===== config.mk =====
export PLATFORM = sky130hd
export DESIGN_NAME = dcache_refill_unit
export DESIGN_NICKNAME = d
export VERILOG_FILES = /design/src/rtl/dcache_refill_unit.sv
export SDC_FILE = /design/constraint.sdc
export NUM_CORES = 1
export LEC_CHECK = 0
export CAP_MARGIN = 20
export CORE_AREA = 4 4 142 144
export CTS_CLUSTER_SIZE = 40
export DETAILED_ROUTE_END_ITERATION = 16
export DIE_AREA = 0 0 146 148
export GPL_ROUTABILITY_DRIVEN = 0
export PLACE_DENSITY_LB_ADDON = 0.12
export REMOVE_ABC_BUFFERS = 1
export SLEW_MARGIN = 0
export SYNTH_ARGS = -nofsm -noshare
export SYNTH_HDL_FRONTEND = slang
export SYNTH_SLANG_ARGS = --single-unit

===== constraint.sdc =====
create_clock -name clock -period 3.1 [get_ports clock]
set_input_delay 0.62 -clock clock [delete_from_list [all_inputs] [get_ports clock]]
set_output_delay 0.62 -clock clock [all_outputs]
set_load 0.02 [all_outputs]

===== src/rtl/dcache_refill_unit.sv =====
// D-cache refill engine: streams TileLink GrantData beats into the data array,
// installs the tag/state entry, then returns GrantAck on the E channel.
module dcache_refill_unit #(
  parameter  int PADDR_BITS    = 32,
  parameter  int N_SETS        = 64,
  parameter  int N_WAYS        = 8,
  parameter  int ROW_BITS      = 128,
  parameter  int REFILL_CYCLES = 4,
  parameter  int TAG_BITS      = PADDR_BITS - 12,
  parameter  int SINK_BITS     = 4,
  localparam int IDX_BITS      = $clog2(N_SETS),
  localparam int BEAT_BITS     = $clog2(REFILL_CYCLES)
) (
  input  logic                  clock,
  input  logic                  reset,
  input  logic                  req_valid,
  output logic                  req_ready,
  input  logic [PADDR_BITS-1:0] req_addr,
  input  logic [N_WAYS-1:0]     req_way,
  input  logic [1:0]            req_perm,
  input  logic                  d_valid,
  output logic                  d_ready,
  input  logic [ROW_BITS-1:0]   d_data,
  input  logic [SINK_BITS-1:0]  d_sink,
  input  logic                  d_denied,
  output logic                  data_wvalid,
  input  logic                  data_wready,
  output logic [IDX_BITS-1:0]   data_widx,
  output logic [BEAT_BITS-1:0]  data_wbeat,
  output logic [N_WAYS-1:0]     data_wway_en,
  output logic [ROW_BITS-1:0]   data_wdata,
  output logic                  meta_wvalid,
  input  logic                  meta_wready,
  output logic [IDX_BITS-1:0]   meta_widx,
  output logic [N_WAYS-1:0]     meta_wway_en,
  output logic [TAG_BITS-1:0]   meta_wtag,
  output logic [1:0]            meta_wstate,
  output logic                  e_valid,
  input  logic                  e_ready,
  output logic [SINK_BITS-1:0]  e_sink,
  output logic                  busy,
  output logic                  done
);

  localparam int OFF_BITS = 6;
  localparam logic [BEAT_BITS-1:0] LAST_BEAT = BEAT_BITS'(REFILL_CYCLES - 1);

  typedef enum logic [1:0] {IDLE, REFILL, META, ACK} state_e;

  state_e                 state_q, state_d;
  logic [IDX_BITS-1:0]    idx_q, idx_d;
  logic [TAG_BITS-1:0]    tag_q, tag_d;
  logic [N_WAYS-1:0]      way_q, way_d;
  logic [1:0]             perm_q, perm_d;
  logic [BEAT_BITS-1:0]   beat_q, beat_d;
  logic                   denied_q, denied_d;
  logic [SINK_BITS-1:0]   sink_q, sink_d;
  logic                   beat_fire;

  // Byte-offset bits within the 64-byte block never reach the arrays.
  logic unused_offset_bits;
  assign unused_offset_bits = ^req_addr[OFF_BITS-1:0];

  assign beat_fire = (state_q == REFILL) && d_valid && data_wready;

  always_comb begin
    // NOTE: every _d defaults to its _q first, so no path through this block infers a latch.
    state_d  = state_q;
    idx_d    = idx_q;
    tag_d    = tag_q;
    way_d    = way_q;
    perm_d   = perm_q;
    beat_d   = beat_q;
    denied_d = denied_q;
    sink_d   = sink_q;
    case (state_q)
      IDLE: begin
        if (req_valid) begin
          state_d  = REFILL;
          idx_d    = req_addr[OFF_BITS +: IDX_BITS];
          tag_d    = req_addr[PADDR_BITS-1 -: TAG_BITS];
          way_d    = req_way;
          perm_d   = req_perm;
          beat_d   = '0;
          denied_d = 1'b0;
        end
      end
      REFILL: begin
        if (beat_fire) begin
          if (beat_q == '0) sink_d = d_sink;
          denied_d = denied_q | d_denied;
          if (beat_q == LAST_BEAT) begin
            beat_d  = '0;
            state_d = META;
          end else begin
            beat_d = beat_q + BEAT_BITS'(1);
          end
        end
      end
      META:    if (meta_wready) state_d = ACK;
      ACK:     if (e_ready)     state_d = IDLE;
      default: state_d = IDLE;
    endcase
  end

  always_ff @(posedge clock or posedge reset) begin
    // NOTE: sequential state uses non-blocking assignments so all registers update together.
    if (reset) begin
      state_q  <= IDLE;
      idx_q    <= '0;
      tag_q    <= '0;
      way_q    <= '0;
      perm_q   <= '0;
      beat_q   <= '0;
      denied_q <= 1'b0;
      sink_q   <= '0;
    end else begin
      state_q  <= state_d;
      idx_q    <= idx_d;
      tag_q    <= tag_d;
      way_q    <= way_d;
      perm_q   <= perm_d;
      beat_q   <= beat_d;
      denied_q <= denied_d;
      sink_q   <= sink_d;
    end
  end

  // Data path is a straight pass-through so beats land in the array with no added latency.
  assign req_ready    = (state_q == IDLE);
  assign d_ready      = (state_q == REFILL) && data_wready;
  assign data_wvalid  = (state_q == REFILL) && d_valid;
  assign data_wdata   = d_data;
  assign data_widx    = idx_q;
  assign data_wbeat   = beat_q;
  assign data_wway_en = way_q;

  assign meta_wvalid  = (state_q == META);
  assign meta_widx    = idx_q;
  assign meta_wway_en = way_q;
  assign meta_wtag    = tag_q;
  assign meta_wstate  = denied_q ? 2'b00 : perm_q;

  assign e_valid      = (state_q == ACK);
  assign e_sink       = sink_q;
  assign busy         = (state_q != IDLE);
  assign done         = (state_q == ACK) && e_ready;

endmodule


==> run_1/util_map.png <==
(2 px per um) 15 x 15 tiles, from white (low) to dark blue (high), 0 to 100% covered.
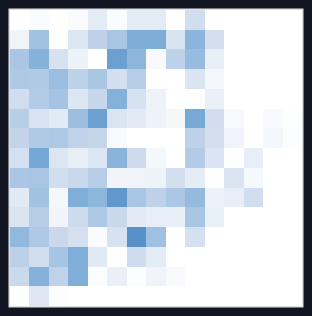
emptiest ninth of the die = south-east
fullest tile = 61%
densest ninth of the die = west
total core area: 0.0187 mm^2
FP Core Util: 15.6%

==> run_1/clock_wires.png <==
(4 px per um)
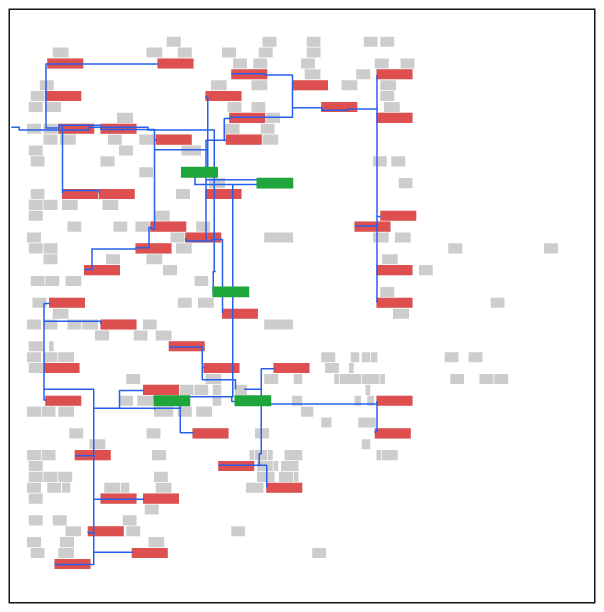
green -> clock-net drivers  # count 5
red -> flip-flops  # count 45
blue -> clock wires  # length 883 um
routed clock nets = 6

==> impl_metrics.toml, run 1 <==
# generated from flow reports
[finish]
lay_top_count = "clkdlybuf4s50_1"
regArea_mm2 = 0.00113
num_antenna_cells = 0
nClkBuffers = 7

[timing]
drv_slew = 0
rsz0062_at_grt = "no"
fmax_mhz = 386
fin_crit_sh_pct = 83.5
layout_setup_ws_ns = 0.513

[pwr]
power_density_mw_per_mm2 = 1110
power_leader = "combinational cells"
power_frac_seq_pct = 28.3
switching_share_pct = 38.8
p_clk_share_pct = 15.9

[placement]
dp_hpwl_um = 23800

[clock_network]
cts_setup_buffers = 0
cts_root_buffer = "clkbuf_16"
cts_max_path_buffers = 2
cts.htree.levels = 2

[global_route]
busiest_layer = "met3"
grt_max_degree = 25
grt_pass1_wl_um = 31200

[run]
max_cap_violations = 0

[yosys]
ys.warnings.count = 0
synthTopCellsByArea = "dfrtp_1 (39%), buf_4 (37%), mux2_2 (16%)"
yosys_cells = 265
syn_area_mm2 = 0.00292
common_cells = "buf_4 (142), dfrtp_1 (45), mux2_2 (42)"
syn_inst = 265
synth-simple-area-share_pct = 2.45

[critical_path]
max_stage_delay_ns = 0.67
r2r_slack_ns = 1.28
cp_top_family = "buffers and inverters"
path_buffers = 2

[route]
first_pass_iters = 4
vias = 1842
routed_wl_um = 26200
viasPerCell = 3.89
wl_met2_um = 10700

[floorplan]
row_count = 50

[status]
status = "finished clean"
==> run_1/floorplan.png <==
(3 px per um) Pins as bars on the die edge.
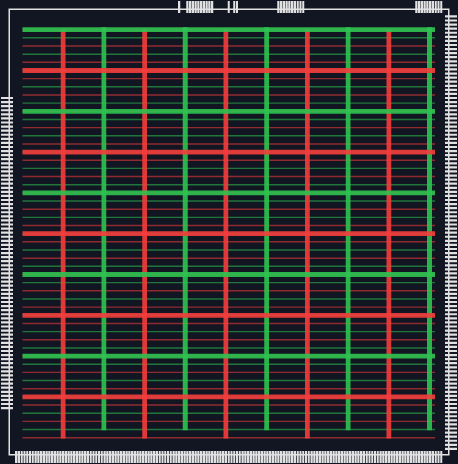
red -> VSS
green -> VDD
met5 straps = 10
rows = 50
met1 rails = 51
signal pins = 373
met4 straps = 10

## run 1: final timing paths
| kind | startpoint | to | cells past startpoint |
|---|---|---|---|
| max | state_q[1]$_DFFE_PP0P_ | data_wvalid | 4 |
| min | perm_q[0]$_DFFE_PP0P_ | perm_q[0]$_DFFE_PP0P_ | 1 |
| max in group asynchronous | reset | meta_wtag[8]$_DFFE_PP0P_ | 3 |
| min reg2reg | perm_q[0]$_DFFE_PP0P_ | perm_q[0]$_DFFE_PP0P_ | 1 |
| min in group asynchronous | reset | data_wway_en[1]$_DFFE_PP0P_ | 2 |
| max reg2reg | state_q[0]$_DFFE_PP0P_ | data_wbeat[0]$_DFFE_PP0P_ | 6 |
==> run_1/m4.png <==
(2 px per um)
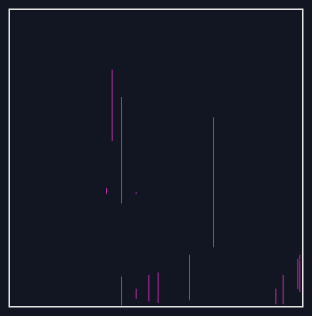

==> run 2, diff against run 1 <==
Clock period 3.1 ns to 2.7 ns, I/O delays scaled along.
==> run_2/m4.png <==
(2 px per um)
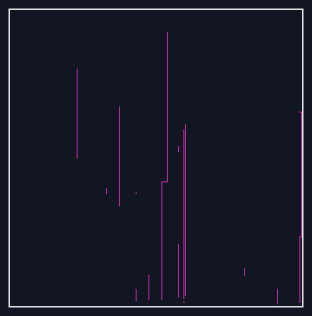
longest straight run = 85.7 um
wire length on this layer = 561 um
main direction = vertical
nets with wire on the layer = 11
share of all routed wire = 2.2%
via count: 1825
WL final: 26100 um

==> impl_metrics.toml, run 2 <==
# generated from flow reports
[floorplan]
core_mm2 = 0.0187
row_count = 50
fp_util_pct = 15.6

[min_path]
hp-start = "perm_q[0]$_DFFE_PP0P_"
hold_path_end = "perm_q[0]$_DFFE_PP0P_"
min_path_cells = 1

[pwr]
power_density_mw_per_mm2 = 1300

[clock_network]
cts.htree.levels = 2
cts_max_path_buffers = 2
cts_setup_buffers = 0

[run]
max_cap_violations = 0

[route]
wl_met1_um = 5470
viasPerCell = 3.84
wl_met2_um = 10300

[critical_path]
endpoint = "data_wvalid"
cp-startpoint = "state_q[1]$_DFFE_PP0P_"
reg2reg_depth = 5
rr_startpoint = "state_q[0]$_DFFE_PP0P_"
r2r_slack_ns = 0.85

[yosys]
yosys_cells = 265
common_cells = "buf_4 (142), dfrtp_1 (45), mux2_2 (42)"
syn_inst = 265
syn_area_mm2 = 0.00292
ys.warnings.count = 0

[finish]
regArea_mm2 = 0.00113
num_antenna_cells = 0
nClkBuffers = 5
lay_top_count = "clkdlybuf4s50_1"

[placement]
dp_hpwl_um = 23700

[global_route]
busiest_layer = "met3"
grt_pass1_wl_um = 31100
grt_max_degree = 26

[timing]
layout_setup_ws_ns = 0.185
fin_crit_sh_pct = 93.2
drv_slew = 0
rsz0062_at_grt = "no"
fmax_mhz = 398

[status]
status = "finished clean"
==> run 2: where the power goes <==
group	leakage, nW	total (mW)	internal, mW	switching, mW
combinational	0.752	2.44	1.26	1.17
sequential	0.536	1.24	1.02	0.225
clock	0.0944	0.833	0.535	0.298
==> run 2: worst max-delay path, cell delays in order, from the launching register on <==
cell,delay [ns]
dfrtp_1,0.42
inv_1,0.09
ha_1,0.31
and2_1,0.21
clkdlybuf4s50_1,0.67
==> run 2: cell families after synthesis <==
kind of cell,count (synthesis),share of synthesized area (%)
adder cells (fa/ha/maj),6,2.58
AND/OR/NAND/NOR,13,2.45
multiplexers,43,16.6
buffers and inverters,152,38.0
flip-flops,45,38.6
AND-OR/OR-AND,6,1.80
Power and IR drop assume default switching activity.
